<file path="config.mk">
export PLATFORM = sky130hd
export DESIGN_NAME = alarm_key_entry_flat
export DESIGN_NICKNAME = d
export VERILOG_FILES = /design/src/rtl/alarm_key_entry_if.sv /design/src/rtl/alarm_key_entry.sv /design/src/flat_wrapper.sv
export SDC_FILE = /design/constraint.sdc
export NUM_CORES = 1
export LEC_CHECK = 0
export CORE_MARGIN = 1
export CORE_UTILIZATION = 42
export DETAILED_ROUTE_END_ITERATION = 8
export GPL_TIMING_DRIVEN = 0
export PLACE_DENSITY = 0.67
export SLEW_MARGIN = 20
export SYNTH_ARGS = -nofsm -noshare
export SYNTH_HDL_FRONTEND = slang
export SYNTH_SLANG_ARGS = --single-unit
</file>
<file path="constraint.sdc">
create_clock -name clock -period 2.3 [get_ports clock]
set_clock_uncertainty 0.2 [all_clocks]
set_input_delay 0.345 -clock clock [delete_from_list [all_inputs] [get_ports clock]]
set_output_delay 0.345 -clock clock [all_outputs]
set_load 0.005 [all_outputs]
</file>
<file path="src/rtl/alarm_key_entry_if.sv">
// Keypad-to-clock bus: key strobes and one-second tick in, entry buffer and control flags out.
interface alarm_key_entry_if;
  logic       key_valid;
  logic [3:0] key;
  logic       one_second;
  logic [3:0] new_ms_hr;
  logic [3:0] new_ls_hr;
  logic [3:0] new_ms_min;
  logic [3:0] new_ls_min;
  logic       load_new_alarm;
  logic       load_new_time;
  logic       show_new_time;
  logic       show_a;
  logic       entry_error;

  modport master (
    output key_valid, key, one_second,
    input  new_ms_hr, new_ls_hr, new_ms_min, new_ls_min,
    input  load_new_alarm, load_new_time, show_new_time, show_a, entry_error
  );

  modport slave (
    input  key_valid, key, one_second,
    output new_ms_hr, new_ls_hr, new_ms_min, new_ls_min,
    output load_new_alarm, load_new_time, show_new_time, show_a, entry_error
  );
endinterface

</file>
<file path="src/rtl/alarm_key_entry.sv">
// Collects four HH:MM digits from the keypad, validates them and commits to the alarm or time register.
module alarm_key_entry #(
  parameter int unsigned TIMEOUT_SEC = 10
) (
  input  logic              clock,
  input  logic              reset,
  alarm_key_entry_if.slave  bus
);

  typedef enum logic [1:0] {
    SHOW_TIME  = 2'd0,
    KEY_ENTRY  = 2'd1,
    COMMIT     = 2'd2,
    SHOW_ALARM = 2'd3
  } state_t;

  state_t      state;
  logic [15:0] buffer;
  logic [2:0]  count;
  logic [3:0]  timer;
  logic        target_alarm;
  logic        load_new_alarm;
  logic        load_new_time;
  logic        show_new_time;
  logic        show_a;
  logic        entry_error;

  logic key_ok;
  logic key_digit;
  logic timed_out;
  logic commit_ok;

  always_comb begin
    key_ok    = bus.key_valid && (bus.key <= 4'hB);
    key_digit = bus.key <= 4'h9;
    timed_out = timer == 4'(TIMEOUT_SEC);
    commit_ok = (count == 3'd4)
             && (buffer[15:12] <= 4'd2)
             && (buffer[11:8]  <= 4'd9)
             && !((buffer[15:12] == 4'd2) && (buffer[11:8] > 4'd3))
             && (buffer[7:4]   <= 4'd5)
             && (buffer[3:0]   <= 4'd9);
  end

  // Output registers decode the current state, so flags and strobes trail the state by one clock.
  always_ff @(posedge clock or posedge reset) begin
    if (reset) begin
      state          <= SHOW_TIME;
      buffer         <= '0;
      count          <= '0;
      timer          <= '0;
      target_alarm   <= 1'b0;
      load_new_alarm <= 1'b0;
      load_new_time  <= 1'b0;
      show_new_time  <= 1'b0;
      show_a         <= 1'b0;
      entry_error    <= 1'b0;
    end else begin
      show_new_time  <= (state == KEY_ENTRY) || (state == COMMIT);
      show_a         <= state == SHOW_ALARM;
      load_new_alarm <= (state == COMMIT) && commit_ok && target_alarm;
      load_new_time  <= (state == COMMIT) && commit_ok && !target_alarm;
      entry_error    <= (state == COMMIT) && !commit_ok;

      case (state)
        SHOW_TIME: begin
          timer <= '0;
          if (key_ok && key_digit) begin
            buffer <= {12'h000, bus.key};
            count  <= 3'd1;
            state  <= KEY_ENTRY;
          end else if (key_ok && bus.key == 4'hA) begin
            state <= SHOW_ALARM;
          end
        end
        KEY_ENTRY: begin
          if (key_ok) begin
            timer <= '0;
            if (key_digit) begin
              buffer <= {buffer[11:0], bus.key};
              count  <= (count == 3'd4) ? 3'd4 : count + 3'd1;
            end else begin
              target_alarm <= bus.key == 4'hA;
              state        <= COMMIT;
            end
          end else if (timed_out) begin
            buffer <= '0;
            count  <= '0;
            timer  <= '0;
            state  <= SHOW_TIME;
          end else if (bus.one_second) begin
            timer <= timer + 4'd1;
          end
        end
        COMMIT: begin
          count <= '0;
          timer <= '0;
          state <= SHOW_TIME;
        end
        SHOW_ALARM: begin
          if (key_ok) begin
            timer <= '0;
            if (key_digit) begin
              buffer <= {12'h000, bus.key};
              count  <= 3'd1;
              state  <= KEY_ENTRY;
            end else begin
              state <= SHOW_TIME;
            end
          end else if (timed_out) begin
            timer <= '0;
            state <= SHOW_TIME;
          end else if (bus.one_second) begin
            timer <= timer + 4'd1;
          end
        end
        default: state <= SHOW_TIME;
      endcase
    end
  end

  assign bus.new_ms_hr      = buffer[15:12];
  assign bus.new_ls_hr      = buffer[11:8];
  assign bus.new_ms_min     = buffer[7:4];
  assign bus.new_ls_min     = buffer[3:0];
  assign bus.load_new_alarm = load_new_alarm;
  assign bus.load_new_time  = load_new_time;
  assign bus.show_new_time  = show_new_time;
  assign bus.show_a         = show_a;
  assign bus.entry_error    = entry_error;

endmodule
</file>
<file path="src/flat_wrapper.sv">
// flat-port wrapper written by rule: the top's interface ports become plain ports
module alarm_key_entry_flat 
#(
  parameter int unsigned TIMEOUT_SEC = 10
)
  (clock, reset, bus_key_valid, bus_key, bus_one_second, bus_new_ms_hr, bus_new_ls_hr, bus_new_ms_min, bus_new_ls_min, bus_load_new_alarm, bus_load_new_time, bus_show_new_time, bus_show_a, bus_entry_error);
  alarm_key_entry_if bus_i ();
  input  logic clock;
  input  logic reset;
  input wire logic [$bits(bus_i.key_valid)-1:0] bus_key_valid;
  input wire logic [$bits(bus_i.key)-1:0] bus_key;
  input wire logic [$bits(bus_i.one_second)-1:0] bus_one_second;
  output wire logic [$bits(bus_i.new_ms_hr)-1:0] bus_new_ms_hr;
  output wire logic [$bits(bus_i.new_ls_hr)-1:0] bus_new_ls_hr;
  output wire logic [$bits(bus_i.new_ms_min)-1:0] bus_new_ms_min;
  output wire logic [$bits(bus_i.new_ls_min)-1:0] bus_new_ls_min;
  output wire logic [$bits(bus_i.load_new_alarm)-1:0] bus_load_new_alarm;
  output wire logic [$bits(bus_i.load_new_time)-1:0] bus_load_new_time;
  output wire logic [$bits(bus_i.show_new_time)-1:0] bus_show_new_time;
  output wire logic [$bits(bus_i.show_a)-1:0] bus_show_a;
  output wire logic [$bits(bus_i.entry_error)-1:0] bus_entry_error;
  assign bus_i.key_valid = bus_key_valid;
  assign bus_i.key = bus_key;
  assign bus_i.one_second = bus_one_second;
  assign bus_new_ms_hr = bus_i.new_ms_hr;
  assign bus_new_ls_hr = bus_i.new_ls_hr;
  assign bus_new_ms_min = bus_i.new_ms_min;
  assign bus_new_ls_min = bus_i.new_ls_min;
  assign bus_load_new_alarm = bus_i.load_new_alarm;
  assign bus_load_new_time = bus_i.load_new_time;
  assign bus_show_new_time = bus_i.show_new_time;
  assign bus_show_a = bus_i.show_a;
  assign bus_entry_error = bus_i.entry_error;
  alarm_key_entry #(.TIMEOUT_SEC(TIMEOUT_SEC)) u_core (.clock(clock), .reset(reset), .bus(bus_i));
endmodule
</file>
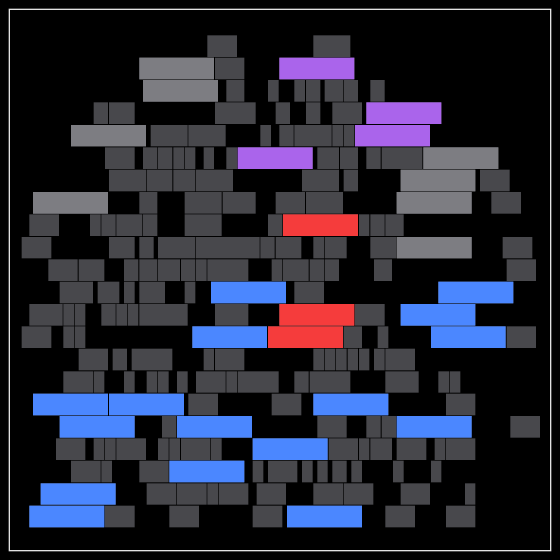
ff_map.png
Other sequential cells in the stronger gray, the rest of the logic in the fainter gray.
color	name in the netlist	sequential cells
purple	u_core.timer	4
red	u_core.count	3
blue	u_core.buffer	16
not colored	8
area occupied by registers: 776 um^2
Flop+latch power: 0.000811 W

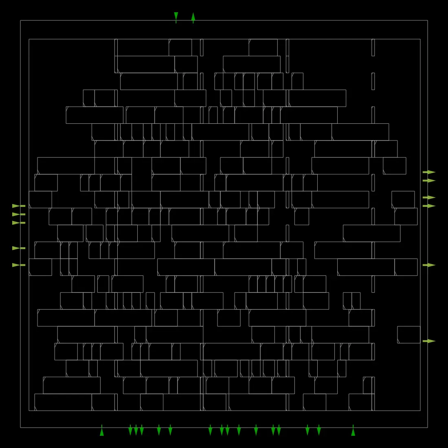
placed.png
Rows: 22
final std cells w/o fill: 255
fraction of area in registers: 36.3%

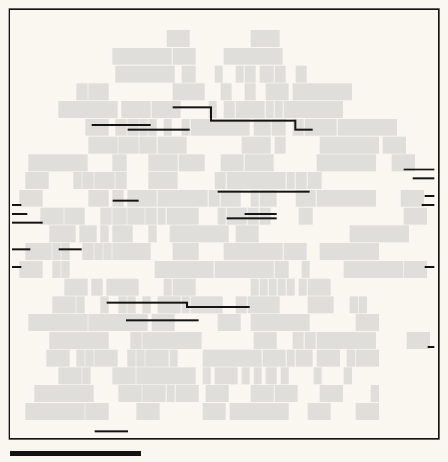
m3.png
Bar = 20 um.
share of all routed wire	3.9%
wire length on this layer	136 um
main direction	horizontal
nets with wire on the layer	20
longest straight run	13.8 um

==> changes_impl.md <==
### Implementation results

- Outcome: finished clean
- Pre-CTS setup slack: -403 ps
- Top cells by area: dfrtp_1 (46%), mux2i_1 (11%), ha_1 (7.4%)
- Warning total across the stage logs: 33
- First-pass GRT wire length: 5.93 mm
- Yosys warns: 0
- # H-tree levels: 2
- Critical R2R Capture: u_core.buffer[13]$_DFFE_PP0P_
- Post-layout period usage: 94.3%
- Worst Hold Depth: 3
- Cell count listed in synth_stat.txt: 173
- Crit path arrival time: 2160 ps
- CP endpoint kind: flop
- Fin crit period: 2170 ps
- Sum Neg Setup Slack: 0 ps
- Final Cell Area: 0.00214 mm^2
- Clk buf depth: 2
- DR WL/cell: 13.6 um
- Final hold viol count: 0
- Worst Max-Slew Pin Slew: 641 ps
- R2r setup slk: 140 ps
- Hold Crit Class: in -> reg
- I/O Buffers: 27
- Seq share, synth: 45.7%
- Area grow syn2layout: 25.9%
- Final worst setup slack: 132 ps
- Int Pwr: 0.00150 W
- Simple-gate share of the synthesized area: 15.9%
- Synth Flop Type: dfrtp_1
- TritonCTS sink count: 31
- RSZ-0062 raised after global routing: false
- Number of buffers added for setup after CTS: 1
- Share of cells above drive strength 1: 10.1%
- Design Power: 0.00239 W
- Fin. max-slew vios: 0
- Worst-skew pair later-pin latency: 280 ps
- Min Hold Slack: 256 ps
- Fp util: 45.0%
- Main power group: combinational cells
- Combinational Power Share: 48.2%
- Slowest stage delay, CP: 560 ps
- Total Nets Final: 225
- Max reg flops: 16
- Hold Path End: u_core.state[0]$_DFFE_PP0P_
- R2R depth: 7
- Initial antenna violation count: 0
- Crit start category: input port
- Mapped Nets: 191
- Flops after synth: 31
- Crit path launch: bus_key[2]
- Netlist Area Pre-Place: 0.00170 mm^2
- Hold path startpoint: bus_key_valid
- Main logic family after synthesis: simple AND/OR/NAND/NOR gates
- N_diodes: 0
- Placer Congestion: 0.900
- Initial DRC count: 53
- CP max FO: 10
- Via count: 1,342
- AND-OR/OR-AND Cells, Area Fraction: 11.9%
- # setup viols final: 0
- Worst-path clk slew: 70 ps
- Xor/xnor share: 0%
- Commonest Layout Cell: dfrtp_1
- Most frequent cell after synthesis: dfrtp_1
- Normalized max-slew margin: 57.2%
- Net Switching: 0.000892 W
- ANT nets after route: 0
- WP data required: 2290 ps
==> critical path: cells and delay by family <==
family,cells,cell delay (ps)
AND/OR/NAND/NOR,2,490
AND-OR/OR-AND,1,300
multiplexers,1,220
buffers and inverters,2,790
==> cells by family after synthesis <==
family	after synthesis
AND/OR/NAND/NOR	51
AND-OR/OR-AND	32
flip-flops	31
buffers and inverters	29
multiplexers	20
adder cells (fa/ha/maj)	10
==> routing by layer <==
layer	track usage, %	up-vias	routed length [um]
met2	30.5	32	1680
met1	23.2	647	1610
met4	5.71	0	45
met3	5.21	4	136
li1	-	659	-
met5	0	-	0
==> final cells by class <==
cell class	count	area, um^2
tap	48	60.1
fill	325	1630
timing repair buffer	28	282
clock inverter	1	5.00
inverter	24	90.1
sequential	31	776
clock buffer	6	82.6
multi-input combinational	113	811
buffer	4	31.3
Power and IR drop assume default switching activity.
